==> src/rtl/imem_run_ctrl.sv <==
`default_nettype none
// +----------------------------------------------------------------------------+
// | Module   : imem_run_ctrl                                                   |
// | Purpose  : Instruction-ROM port arbiter (UART programmer vs. CPU fetch)    |
// |            and CPU run-state sequencer (HALT / RUN / STEP / PROG).         |
// | Revision : 1.0  initial release                                            |
// +----------------------------------------------------------------------------+
module imem_run_ctrl #(
  parameter int ROM_AW = 14,
  parameter int DATA_W = 32,
  parameter int CNT_W  = 16
) (
  input  logic              clk,
  input  logic              reset,
  input  logic              upg_rst_i,
  input  logic              upg_done_i,
  input  logic              upg_wen_i,
  input  logic [14:0]       upg_adr_i,
  input  logic [DATA_W-1:0] upg_dat_i,
  input  logic              enter_i,
  input  logic              step_mode_i,
  input  logic              halt_i,
  input  logic [ROM_AW-1:0] fetch_adr_i,
  output logic              rom_wea_o,
  output logic [ROM_AW-1:0] rom_addra_o,
  output logic [DATA_W-1:0] rom_dina_o,
  output logic              cpu_run_o,
  output logic              cpu_rst_o,
  output logic [1:0]        state_o,
  output logic [CNT_W-1:0]  prog_cnt_o
);

  typedef enum logic [1:0] {
    S_HALT = 2'd0,
    S_RUN  = 2'd1,
    S_STEP = 2'd2,
    S_PROG = 2'd3
  } state_t;

  localparam logic [CNT_W-1:0] C_CNT_MAX = {CNT_W{1'b1}};
  localparam logic [CNT_W-1:0] C_CNT_ONE = {{(CNT_W-1){1'b0}}, 1'b1};

  state_t           r_state;
  state_t           w_state_nxt;
  logic             r_enter_q;
  logic             r_rst_pulse;
  logic             w_rst_pulse_nxt;
  logic [CNT_W-1:0] r_prog_cnt;

  logic w_prog_req;
  logic w_enter_rise;
  logic w_rom_wr;
  logic w_in_prog;

  assign w_prog_req   = ~upg_rst_i & ~upg_done_i;
  assign w_enter_rise = enter_i & ~r_enter_q;
  assign w_in_prog    = (r_state == S_PROG);
  // Bit 14 addresses data memory, so those writes are never ROM writes.
  assign w_rom_wr     = upg_wen_i & ~upg_adr_i[14];

  always_comb begin
    w_state_nxt     = r_state;
    w_rst_pulse_nxt = 1'b0;
    if (w_prog_req) begin
      w_state_nxt = S_PROG;
    end else begin
      case (r_state)
        S_PROG: begin
          w_state_nxt     = S_HALT;
          w_rst_pulse_nxt = 1'b1;
        end
        S_HALT: begin
          if (w_enter_rise) w_state_nxt = step_mode_i ? S_STEP : S_RUN;
        end
        S_STEP:  w_state_nxt = S_HALT;
        S_RUN: begin
          if (halt_i) w_state_nxt = S_HALT;
        end
        default: w_state_nxt = S_HALT;
      endcase
    end
  end

  always_ff @(posedge clk or posedge reset) begin
    if (reset) begin
      r_state     <= S_HALT;
      r_enter_q   <= 1'b0;
      r_rst_pulse <= 1'b0;
      r_prog_cnt  <= '0;
    end else begin
      r_state     <= w_state_nxt;
      r_enter_q   <= enter_i;
      r_rst_pulse <= w_rst_pulse_nxt;
      // Clearing on entry takes priority over any write in the same cycle.
      if (w_prog_req && !w_in_prog) begin
        r_prog_cnt <= '0;
      end else if (w_in_prog && w_rom_wr && (r_prog_cnt != C_CNT_MAX)) begin
        r_prog_cnt <= r_prog_cnt + C_CNT_ONE;
      end
    end
  end

  assign cpu_run_o   = (r_state == S_RUN) | (r_state == S_STEP);
  assign cpu_rst_o   = reset | w_in_prog | r_rst_pulse;
  assign state_o     = r_state;
  assign prog_cnt_o  = r_prog_cnt;

  assign rom_wea_o   = w_in_prog & w_rom_wr;
  assign rom_addra_o = w_in_prog ? upg_adr_i[ROM_AW-1:0] : fetch_adr_i;
  assign rom_dina_o  = w_in_prog ? upg_dat_i : '0;

endmodule
`default_nettype wire

==> config.mk <==
export PLATFORM = sky130hd
export DESIGN_NAME = imem_run_ctrl
export DESIGN_NICKNAME = d
export VERILOG_FILES = /design/src/rtl/imem_run_ctrl.sv
export SDC_FILE = /design/constraint.sdc
export NUM_CORES = 1
export LEC_CHECK = 0
export CAP_MARGIN = 20
export CORE_MARGIN = 5
export CORE_UTILIZATION = 25
export DETAILED_ROUTE_END_ITERATION = 8
export PLACE_DENSITY = 0.66
export SYNTH_ARGS = -nofsm -noshare
export SYNTH_HDL_FRONTEND = slang
export SYNTH_SLANG_ARGS = --single-unit
==> constraint.sdc <==
create_clock -name clk -period 2.7 [get_ports clk]
set_input_delay 0.27 -clock clk [delete_from_list [all_inputs] [get_ports clk]]
set_output_delay 0.27 -clock clk [all_outputs]
set_load 0.02 [all_outputs]
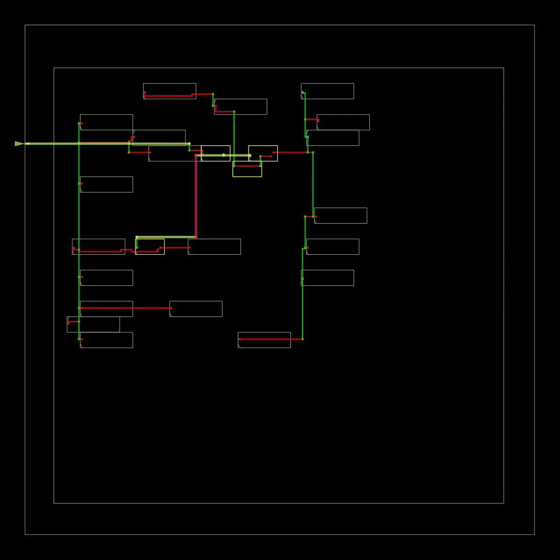
Figure 1: run 1, clock wiring as the flow saved it.
TritonCTS Buffers: 3
skew final: 5.80 ps
Clk power: 232 uW
CTS sink cnt: 20
CLK BUF: 4

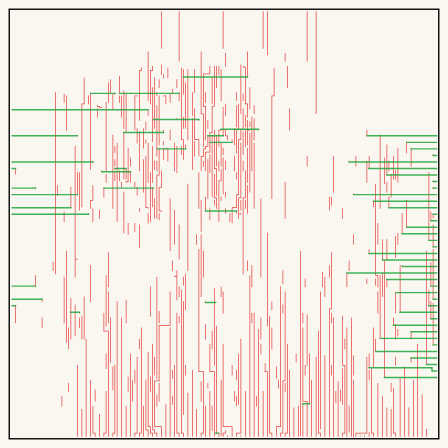
Figure 2: run 1, metal layers overlaid.
Only two layers are drawn.
[met3] green | wire length: 501 um
[met2] red | wire length: 3270 um

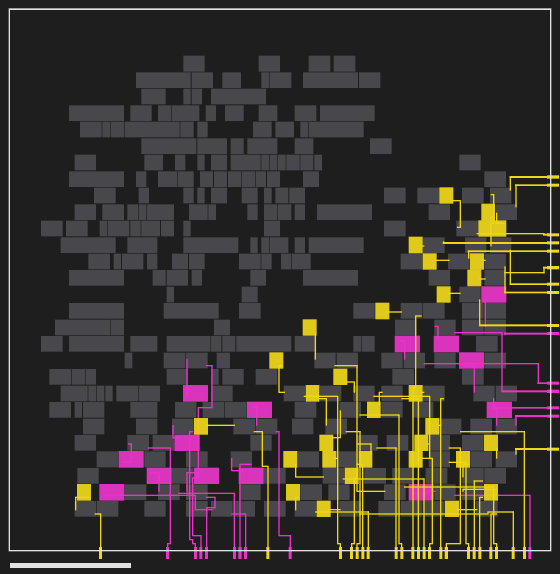
Figure 3: run 1, I/O nets highlighted.
Bar = 20 um.
[rom_dina_o] yellow | direction: output | end cells: 32 | buffers: 32 | wire: 715 um
[rom_addra_o] magenta | direction: output | end cells: 14 | buffers: 14 | wire: 323 um

==> impl_metrics.ini, run 1 <==
; synthesis and place-and-route metrics
[global_route]
grt_pass1_vias = 1824
grt_antenna_before_repair = 0
grt_pass1_wl_um = 9720
grt_use_total_pct = 15.7
use_met3_pct = 3.78
top_usage_layer = met2
gr-usage-met2_pct = 29.7

[power_and_ir_drop]
irDropWorstVdd_mv = 0.485
switching_share_pct = 39.8
comb-power_mw = 1.24
p_clk_share_pct = 12.7
p_leak_nw = 1.20
pwr-share-seq_pct = 19.7

[worst_setup_path]
crit_cells = 5
r2r_slack_ps = 560
path_class = register to output port
cp.arrival_ps = 2130
worstSetupEndpointType = output port
crit_chain = ha_1 > buf_12 > nand3b_1 > clkinv_1 > clkdlybuf4s50_1

[floorplan]
num_io_pins = 136
initCoreUtil_pct = 26.1
die_area_um2 = 7940
core_um2 = 5990

[logic_synthesis]
async_flop_share_pct = 100
fp_nets = 250
simple_gate_area_share_pct = 38.4
top_logic_kind = simple AND/OR/NAND/NOR gates
synth_seq_share_pct = 32.0
synth-seq-cells = 20

[layout]
biggestCellCategory = buffers
syn_to_final_growth_pct = 96.4
finalNonFillerCells = 387
logic_gates = 142
seq_cells = 20
inverters = 6
seq_area_um2 = 500
most-common-layout-cells = 135 x clkdlybuf4s50_1, 32 x and2_1, 20 x dfrtp_1
n_all_buffers = 140

[detailed_routing]
drc = 0
wl_um = 6300
wl_met1_um = 2480
topRoutingLayerUsed = met4
postRouteAntennaNets = 0

[clock_network]
cts_tree = done
clkSlewWorstSetupHoldPaths_ps = 80
cts_root_buf = clkbuf_8

[worst_hold_path]
hold_path.class = input pin to asynchronous set/reset pin

[sta]
slew_violations = 0
rsz0062_at_grt = false
setup_viol = 0
worst_pin_slew_ps = 773

[run_status]
status = completed

[place]
gp_congestion = 0.888
dp_cells = 383
hpwl_um = 5220
Figure 4. A small window of the routed layout (run 1).
Bar = 10 um. Region (30, 30) to (60, 60) um. Cells in gray, sequential cells in the stronger gray; small squares are vias.
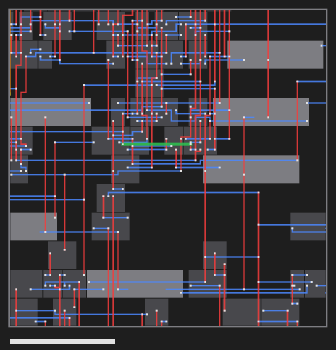

==> run 2: changes to the inputs <==
- SKIP_LAST_GASP: not set -> 1
- clock period: 2.7 -> 2.6 ns (I/O delays scaled with it)
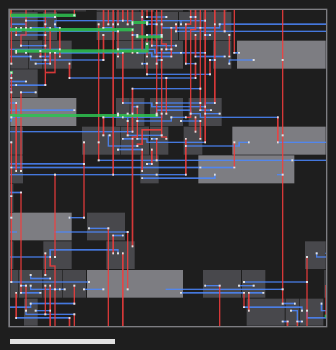
Figure 5: run 2, a small window of the routed layout.
Bar = 10 um. Region (30, 30) to (60, 60) um. Cells in gray, sequential cells in the stronger gray; small squares are vias.
[met1] blue
[met2] red
[met4] orange
[met3] green
sequential cells in the window: 6
netlist names of flops here include: prog_cnt_o (5), r_rst_pulse (1)
cells with their middle in the window: 44
most frequent: dfrtp_1 (6), or4_1 (4), nor2_1 (4)

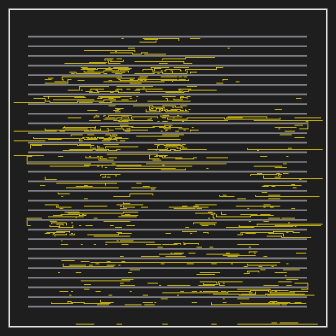
Figure 6: run 2, signal wires on met1.
Supply wires on this layer in gray.
nets with wire on the layer: 321
wire length on this layer: 2440 um
Detailed Route WL: 6180 um
via count: 1847
met1 GRT Util: 19.4%

==> run 2 against run 1 <==
Cell area shrank 0.45%; largest cell class unchanged; critical endpoint unchanged; die area unchanged; clock skew fell by 4.1 ps; core utilization down 0.23 points; critical path depth unchanged; routed wire length decreased by 2.0%; highest routed layer unchanged.
==> impl_metrics.ini, run 2 <==
; synthesis and place-and-route metrics
[logic_synthesis]
synth_seq_share_pct = 32.0
fp_nets = 250
top_logic_kind = simple AND/OR/NAND/NOR gates
async_flop_share_pct = 100

[worst_setup_path]
r2r_slack_ps = 440
cp.arrival_ps = 2130
crit_cells = 5

[worst_hold_path]
hold_path.class = input pin to register

[clock_network]
numCtsBuffers = 3
cts_root_buf = clkbuf_8
clock_sinks = 20
clkSlewWorstSetupHoldPaths_ps = 70
cts_tree = done

[sta]
slew_violations = 0
worst_pin_slew_ps = 798
setup_viol = 0
fin_worst_skew_ps = 1.67

[layout]
clkbuf_count = 3
finalNonFillerCells = 386
logic_gates = 142
seq_cells = 20
inverters = 6

[place]
hpwl_um = 5080
gp_congestion = 0.887
dp_cells = 383

[detailed_routing]
topRoutingLayerUsed = met4
wl_met1_um = 2440
drc = 0
postRouteAntennaNets = 0

[global_route]
top_usage_layer = met2
gr-usage-met2_pct = 28.1
grt_pass1_wl_um = 9650
grt_antenna_before_repair = 0
grt_use_total_pct = 15.6
grt_pass1_vias = 1774

[power_and_ir_drop]
switching_share_pct = 40.2
pwr-share-seq_pct = 20.2
irDropWorstVdd_mv = 0.516
comb-power_mw = 1.28
clk-power_uw = 202
p_clk_share_pct = 10.8

[floorplan]
core_um2 = 5990
die_area_um2 = 7940
num_io_pins = 136
initCoreUtil_pct = 26.1

[run_status]
status = completed
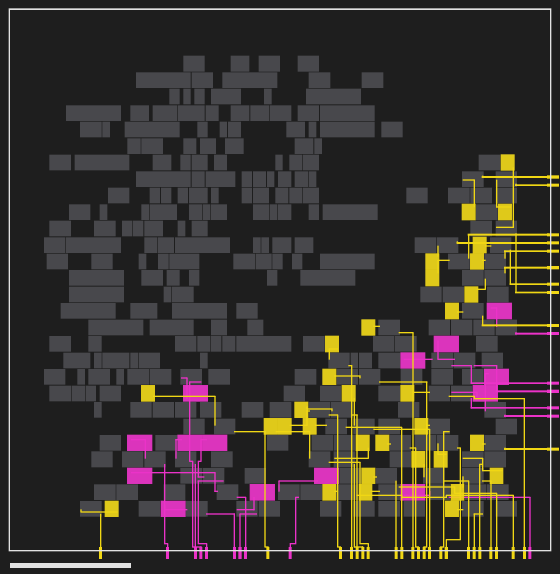
Figure 7: run 2, I/O nets highlighted.
Bar = 20 um.
[rom_dina_o] yellow | direction: output | end cells: 32 | buffers: 32 | wire: 725 um
[rom_addra_o] magenta | direction: output | end cells: 14 | buffers: 14 | wire: 285 um

Power and IR drop assume default switching activity.
